## config.mk

```make
export PLATFORM = sky130hd
export DESIGN_NAME = divisor_secuencial
export DESIGN_NICKNAME = d
export VERILOG_FILES = /design/src/rtl/div_pkg.sv /design/src/rtl/paso_division.sv /design/src/rtl/divisor_secuencial.sv
export SDC_FILE = /design/constraint.sdc
export NUM_CORES = 1
export LEC_CHECK = 0
export ABC_AREA = 1
export CAP_MARGIN = 25
export CORE_MARGIN = 4
export CORE_UTILIZATION = 25
export DETAILED_ROUTE_END_ITERATION = 10
export PLACE_DENSITY = 0.42
export SYNTH_ARGS = -nofsm -noshare
export SYNTH_HDL_FRONTEND = slang
export SYNTH_SLANG_ARGS = --single-unit
```

## constraint.sdc

```tcl
create_clock -name clock -period 2.6 [get_ports clock]
set_input_delay 0.39 -clock clock [delete_from_list [all_inputs] [get_ports clock]]
set_output_delay 0.39 -clock clock [all_outputs]
set_load 0.01 [all_outputs]
```

## src/rtl/div_pkg.sv

```systemverilog
// Shared types and constants for the sequential restoring divider.
package div_pkg;

  localparam int unsigned ANCHO_DEF = 8;

  typedef enum logic [1:0] {StIdle, StCalc, StDone} estado_e;

  // Counter must reach ANCHO, so it needs clog2(ANCHO+1) bits.
  function automatic int unsigned cnt_ancho(input int unsigned w);
    return $clog2(w + 1);
  endfunction

  localparam int unsigned CNT_W = cnt_ancho(ANCHO_DEF);

endpackage

```

## src/rtl/paso_division.sv

```systemverilog
// One combinational restoring-division step: shift in a dividend bit, trial-subtract, keep or restore.
module paso_division #(
  parameter int unsigned ANCHO = 8
) (
  input  logic [ANCHO-1:0] rem_i,
  input  logic             bit_i,
  input  logic [ANCHO-1:0] divisor_i,
  output logic [ANCHO-1:0] rem_o,
  output logic             q_o
);

  logic [ANCHO:0] desp;
  logic [ANCHO:0] dif;

  // rem_i < divisor, so either result fits back into ANCHO bits.
  always_comb begin
    desp  = {rem_i, bit_i};
    dif   = desp - {1'b0, divisor_i};
    q_o   = ~dif[ANCHO];
    rem_o = q_o ? dif[ANCHO-1:0] : desp[ANCHO-1:0];
  end

endmodule

```

## src/rtl/divisor_secuencial.sv

```systemverilog
// Multi-cycle restoring divider with start/done/ack handshake, one quotient bit per clock.
// Define DIVISOR_SIGNO_EN for two's-complement operands (truncating division).
module divisor_secuencial
  import div_pkg::*;
#(
  parameter int unsigned ANCHO = ANCHO_DEF
) (
  input  logic             clock,
  input  logic             reset,
  input  logic             inicio,
  input  logic [ANCHO-1:0] dividendo,
  input  logic [ANCHO-1:0] divisor,
  input  logic             listoS,
  output logic             ocupado,
  output logic [ANCHO-1:0] cociente,
  output logic [ANCHO-1:0] residuo,
  output logic             divisionLista,
  output logic             errorDivCero
);

  localparam int unsigned CntW = cnt_ancho(ANCHO);

  estado_e          estado_q;
  logic [ANCHO-1:0] dvd_q, dsr_q, rem_q;
  logic [ANCHO-1:0] cociente_q, residuo_q;
  logic             err_q;
  logic [CntW-1:0]  cnt_q;

  logic [ANCHO-1:0] rem_d, quo_d;
  logic             qbit;
  logic [ANCHO-1:0] quo_fin, rem_fin;
  logic [ANCHO-1:0] mag_dvd, mag_dsr;

  paso_division #(.ANCHO(ANCHO)) u_paso (
    .rem_i     (rem_q),
    .bit_i     (dvd_q[ANCHO-1]),
    .divisor_i (dsr_q),
    .rem_o     (rem_d),
    .q_o       (qbit)
  );

  // The dividend register doubles as the quotient shift register.
  assign quo_d = {dvd_q[ANCHO-2:0], qbit};

`ifdef DIVISOR_SIGNO_EN
  logic neg_q, rneg_q;

  assign mag_dvd = dividendo[ANCHO-1] ? -dividendo : dividendo;
  assign mag_dsr = divisor[ANCHO-1] ? -divisor : divisor;
  assign quo_fin = neg_q ? -quo_d : quo_d;
  assign rem_fin = rneg_q ? -rem_d : rem_d;

  always_ff @(posedge clock or posedge reset) begin
    if (reset) begin
      neg_q  <= 1'b0;
      rneg_q <= 1'b0;
    end else if (estado_q == StIdle && inicio) begin
      neg_q  <= dividendo[ANCHO-1] ^ divisor[ANCHO-1];
      rneg_q <= dividendo[ANCHO-1];
    end
  end
`else
  assign mag_dvd = dividendo;
  assign mag_dsr = divisor;
  assign quo_fin = quo_d;
  assign rem_fin = rem_d;
`endif

  always_ff @(posedge clock or posedge reset) begin
    if (reset) begin
      estado_q   <= StIdle;
      dvd_q      <= '0;
      dsr_q      <= '0;
      rem_q      <= '0;
      cnt_q      <= '0;
      cociente_q <= '0;
      residuo_q  <= '0;
      err_q      <= 1'b0;
    end else begin
      unique case (estado_q)
        StIdle: begin
          if (inicio) begin
            dvd_q <= mag_dvd;
            dsr_q <= mag_dsr;
            rem_q <= '0;
            cnt_q <= '0;
            if (divisor == '0) begin
              cociente_q <= '1;
              residuo_q  <= dividendo;
              err_q      <= 1'b1;
              estado_q   <= StDone;
            end else begin
              estado_q <= StCalc;
            end
          end
        end
        StCalc: begin
          dvd_q <= quo_d;
          rem_q <= rem_d;
          cnt_q <= cnt_q + CntW'(1);
          if (cnt_q == CntW'(ANCHO - 1)) begin
            cociente_q <= quo_fin;
            residuo_q  <= rem_fin;
            estado_q   <= StDone;
          end
        end
        StDone: begin
          if (listoS) begin
            err_q    <= 1'b0;
            estado_q <= StIdle;
          end
        end
        default: estado_q <= StIdle;
      endcase
    end
  end

  assign ocupado       = (estado_q != StIdle);
  assign divisionLista = (estado_q == StDone);
  assign cociente      = cociente_q;
  assign residuo       = residuo_q;
  assign errorDivCero  = err_q;

endmodule

```

==> run_1/clock_nets.png <==
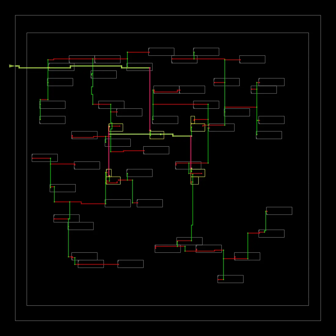
maximum clock skew at final layout: 0.00754 ns
insertion delay of the later-clocked pin in the worst-skew pair: 0.30 ns

==> run_1/class_map.png <==
Fill, decap, tap and diode cells in grey.
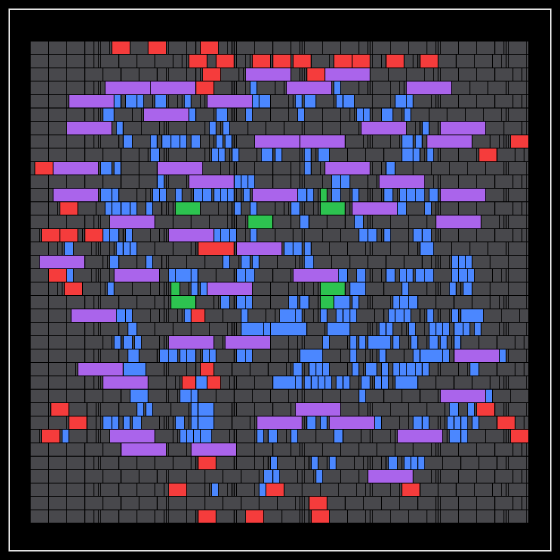
Purple marks registers, cells 47, share of their area 39%. Blue marks remaining logic cells, cells 288, share of their area 45%. Red marks remaining buffers and delay cells, cells 43, share of their area 14%. Green marks clock drivers and dummy loads, cells 8, share of their area 2.8%.
cell area after layout: 3220 um2
floorplan core area: 9910 um2
flop share of the area: 36.5%
core occupancy in the finished layout: 32.5%

==> run_1/layers.png <==
The bar under the picture is 20 um long. Two of the layers only.
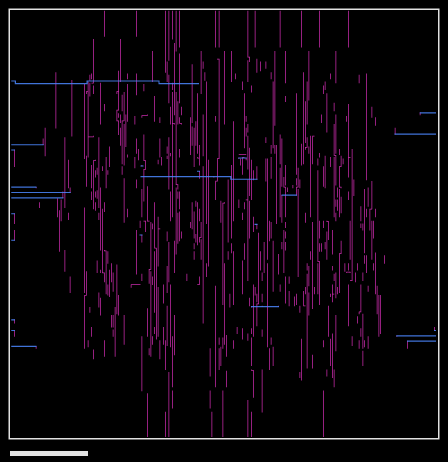
Magenta marks M2, wire length 3100 um. Blue marks M3, wire length 177 um.

==> results.ini, run 1 <==
[outcome]
status=finished, final reports clean

[synthesis]
ys_top_cells_by_count=nand2_1, inv_1, dfrtp_1
synth-async-reset-ratio_pct=100
synth.top_cells.by_area=dfrtp_1, nand2_1, inv_1
edf_count=0
ys_sh_simple_pct=27.0
yosys_area_um2=2580
yosysUniqueCellTypes=25
number_of_warnings_reported_in_the_yosys_synthesis_log=0
synthDominantAreaCellType=dfrtp_1

[layout]
antenna_cells=0
final_layout_size_suffix_gt1_share_pct=5.44
design.final.nets=415

[worst_setup_path]
r2r_slack_ns=0.40
setup.worst_path.end_class=flip-flop
cp_data_required_time_ns=2.81
timing.rr.start=dvd_q[7]
cpPeakStageDelay_ns=0.40
worstSetupStartpoint=dvd_q[7]
cpMostUsedCell=nand2_1
crit_type=reg2reg
cpMaxStageDelayCell=fa_1
crit_cells=14
worstReg2RegEnd=residuo[1]

[pwr]
power.combinational.total_w=0.00235
seq_power_share_pct=30.6
powerDensity_nw_per_um2=1250
power_sequential_w=0.00123
leakage_nw=1.62
net-switching-power_w=0.00186
p_int_w=0.00217

[clock_tree]
cts_tree=done
cts-htree-levels=2
clock_path_buffers=2
ctsRootBufferMaster=clkbuf_8

[floorplanning]
chipWidth_um=110
ios=39
dieArea_um2=12000

[grt]
grt_pass1_vias=2322
grt_usage_pct=11.8
use_met3_pct=2.35
grt_start_max_net_pins=28
global_route.usage.met1_pct=15.6
grt_pass1_wl_mm=11.1

[detailed_routing]
wl_mm=6.53
met1Wirelength_mm=3.21
dr_wl_met2_mm=3.10
detail_route.iter0.violations=59
met3WireLength_um=177
vias_per_cell=4.28
maxUsedRoutingLayer=met4
detailroute.via_count=2219
avgRoutedWirePerCell_um=12.6
drc_errors=0

[placed_design]
post_dp_hpwl_mm=4.97
post-place-cells=511
port_buffers=38
placement.cell_area_um2=3130

[final_timing]
report.final.setup_viol=0
timing_hold_violations_final=0
rsz_0062_raised_after_global_routing=no
fin_crit_period_ns=2.20
timing.fmax_ghz=0.455

[flow_run]
log.warning_count=26
number_of_max_cap_violations=0

==> run 1: layout by cell type, fill, tap and decap left out, drive strengths merged <==
cell type,instances
a31oi,7
dfrtp,47
nor2,31
nand4,3
a21oi,8
ha,9
o41ai,1
buf,5
clkbuf,6
xnor2,1
xor2,2
clkinv,1
clkinvlp,1
o211ai,1
o21ai,26
or2,8
clkdlybuf4s50,38
nand2,81
o221ai,1
a32o,1
fa,1
inv,67
nand3,40
==> run 1: area by class of cell <==
cell class / count / area, um2 / share of cell area, %
clock buffer: 6 / 72.6 / 2.26
clock inverter: 2 / 12.5 / 0.389
inverter: 67 / 251 / 7.81
multi-input combinational: 221 / 1110 / 34.4
timing repair buffer: 43 / 430 / 13.4
sequential: 47 / 1180 / 36.5
tap: 133 / 166 / 5.17
==> run 2, diff against run 1 <==
PLACE_DENSITY = 0.44   (was 0.42)
clock period = 1.8 ns   (was 2.6 ns; I/O delays follow)
==> run_2/clock_wires.png <==
The bar under the picture is 20 um long.
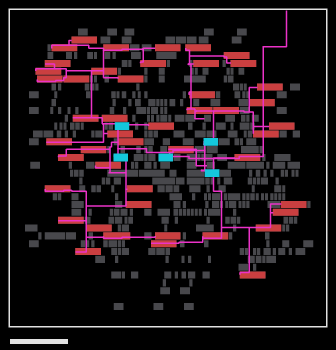
Red marks flip-flops, count 47. Magenta marks clock wires, length 731 um. Cyan marks clock-net drivers, count 5.
There are 6 routed clock nets.
power in the clock group: 0.000827 W
insertion delay of the later-clocked pin in the worst-skew pair: 0.31 ns
maximum clock skew at final layout: 0.0162 ns
power share of the clock group: 11.2%

==> run_2/ff_map.png <==
The bar under the picture is 20 um long.
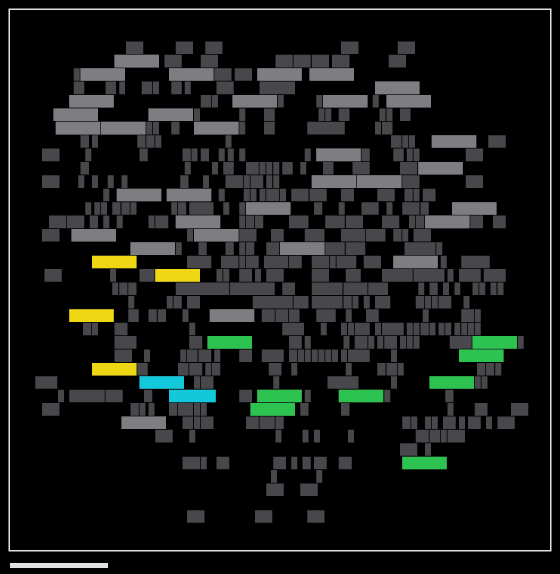
Yellow marks cnt_q, placed flops 4, where west. Cyan marks estado_q, placed flops 2. Green marks dsr_q, placed flops 8.
Another 33 sequential cells are not coloured.
Register Area: 1180 um2
flip-flop and latch power: 0.00178 W
flop share of the area: 30.8%

==> run 2 against run 1 <==
The run now ends with negative setup slack left. Highest routed layer unchanged. Largest cell class is now multi-input combinational cells. Fmax grew 16%. Core utilization grew 6.1 points. Clock power grew 85%. Sequential power is 45% higher. Via count up 8.6%. Wire length up 9.3%. Hold slack worse by 0.17 ns. Critical path type unchanged. First-iteration DRC count up 41%. Sequential share of layout area shrank 5.8 points. Setup slack got worse by 0.49 ns. Sequential cell count is the same. Critical endpoint is now residuo[3]. Clock-buffer cell count decreased by 1.
==> results.ini, run 2 <==
[outcome]
status=finished with violations
failed_checks=negative setup slack

[grt]
use_met3_pct=2.17  ; -0.18 points
grt_usage_pct=12.5  ; +0.63 points
grt_start_max_net_pins=48  ; +71%
grt_pass1_vias=2452  ; +5.6%
grt_pass1_wl_mm=11.8  ; +6.2%
global_route.usage.met1_pct=17.6  ; +2.0 points

[detailed_routing]
avgRoutedWirePerCell_um=12.8  ; +1.7%
detailroute.via_count=2410  ; +8.6%
met1Wirelength_mm=3.46  ; +8.1%
drc_errors=0  ; unchanged
detail_route.iter0.violations=83  ; +41%
vias_per_cell=4.32  ; +1.0%
dr_wl_met2_mm=3.34  ; +8.0%
maxUsedRoutingLayer=met4

[synthesis]
yosysUniqueCellTypes=25  ; unchanged
edf_count=0  ; unchanged
synthDominantAreaCellType=dfrtp_1
synth-async-reset-ratio_pct=100  ; unchanged
ys_top_cells_by_count=nand2_1, inv_1, dfrtp_1
yosys_area_um2=2580  ; unchanged
ys_sh_simple_pct=27.0  ; unchanged
number_of_warnings_reported_in_the_yosys_synthesis_log=0  ; unchanged

[layout]
final_layout_size_suffix_gt1_share_pct=23.8  ; +18 points
buffers=80  ; +86%
signal_buffer_area_fraction_pct=19.0  ; +5.6 points
num-nonclk-inverters=67  ; unchanged
nMultiInputCombCells=223  ; +0.90%
area.share.combinational_pct=36.3  ; +1.9 points
biggestCellCategory=multi-input combinational cells
top_cell_excl_fill_tap=nand2_1
final.clkbuf_count=5  ; -1
clkcell_share_pct=3.01  ; +0.36 points
design.final.nets=454  ; +9.4%
n_sequential_cell=47  ; unchanged
antenna_cells=0  ; unchanged
lay_top_cells=nand2_1, inv_1, dfrtp_1, buf_4, clkdlybuf4s50_1
final-comb-area_um2=1390  ; +25%
final_area_um2=3830  ; +19%

[worst_setup_path]
cpMaxStageDelayCell=dfrtp_1
worstReg2RegEnd=residuo[3]
worstSetupStartpoint=dvd_q[7]
cpMostUsedCell=nand2_4
crit_cells=14  ; unchanged
cp_data_required_time_ns=2.00  ; -0.81 ns
setup.worst_path.end_class=flip-flop
crit_type=reg2reg
cpPeakStageDelay_ns=0.40  ; about the same
timing.rr.start=dvd_q[7]

[floorplanning]
dieArea_um2=12000  ; unchanged
ios=39  ; unchanged
floorplan.core_area_um2=9910  ; unchanged
chipWidth_um=110  ; unchanged
taps=133  ; unchanged

[final_timing]
rsz_0062_raised_after_global_routing=yes
fin_ws_ns=-0.0939
timing_hold_violations_final=0  ; unchanged
fin_crit_period_ns=1.89  ; -0.305 ns
report.final.setup_viol=16  ; +16
timing.fmax_ghz=0.528  ; +16%

[placed_design]
port_buffers=38  ; unchanged
placement.cell_area_um2=3390  ; +8.1%
post_dp_hpwl_mm=5.23  ; +5.3%

[flow_run]
number_of_max_cap_violations=0  ; unchanged
log.warning_count=28  ; +7.7%

[pwr]
p_int_w=0.00399  ; +84%
leakage_nw=1.88  ; +17%
net-switching-power_w=0.00342  ; +84%

[clock_tree]
clock_sinks=47
cts-htree-levels=2  ; unchanged
ctsRootBufferMaster=clkbuf_8
clock_path_buffers=2  ; unchanged

==> run 2: netlist changes by cell type in the layout (fill, tap and decap cells not counted), sizes merged <==
| cell | before | now |
|---|---|---|
| clkbuf | 6 | 5 |
| inv | 67 | 68 |
| clkdlybuf4s50 | 38 | 37 |
| buf | 5 | 42 |
| nand2 | 81 | 83 |
| bufinv | 0 | 1 |
| clkinv | 1 | 0 |
| dlymetal6s2s | 0 | 1 |
==> run 2: through the flow <==
| step | TNS, ns | cells | utilization, % |
|---|---|---|---|
| final | -0.880 | 558 | 38.6 |
| after global routing | -3.77 | 558 | 38.6 |
| after CTS | -0.322 | 555 | 37.6 |
| after detailed placement | -2.18 | 542 | 34.2 |
| after global placement | -1.62 | 542 | 34.2 |
| after floorplan | 0 | 345 | - |
Power is estimated from default activity; no workload was simulated.
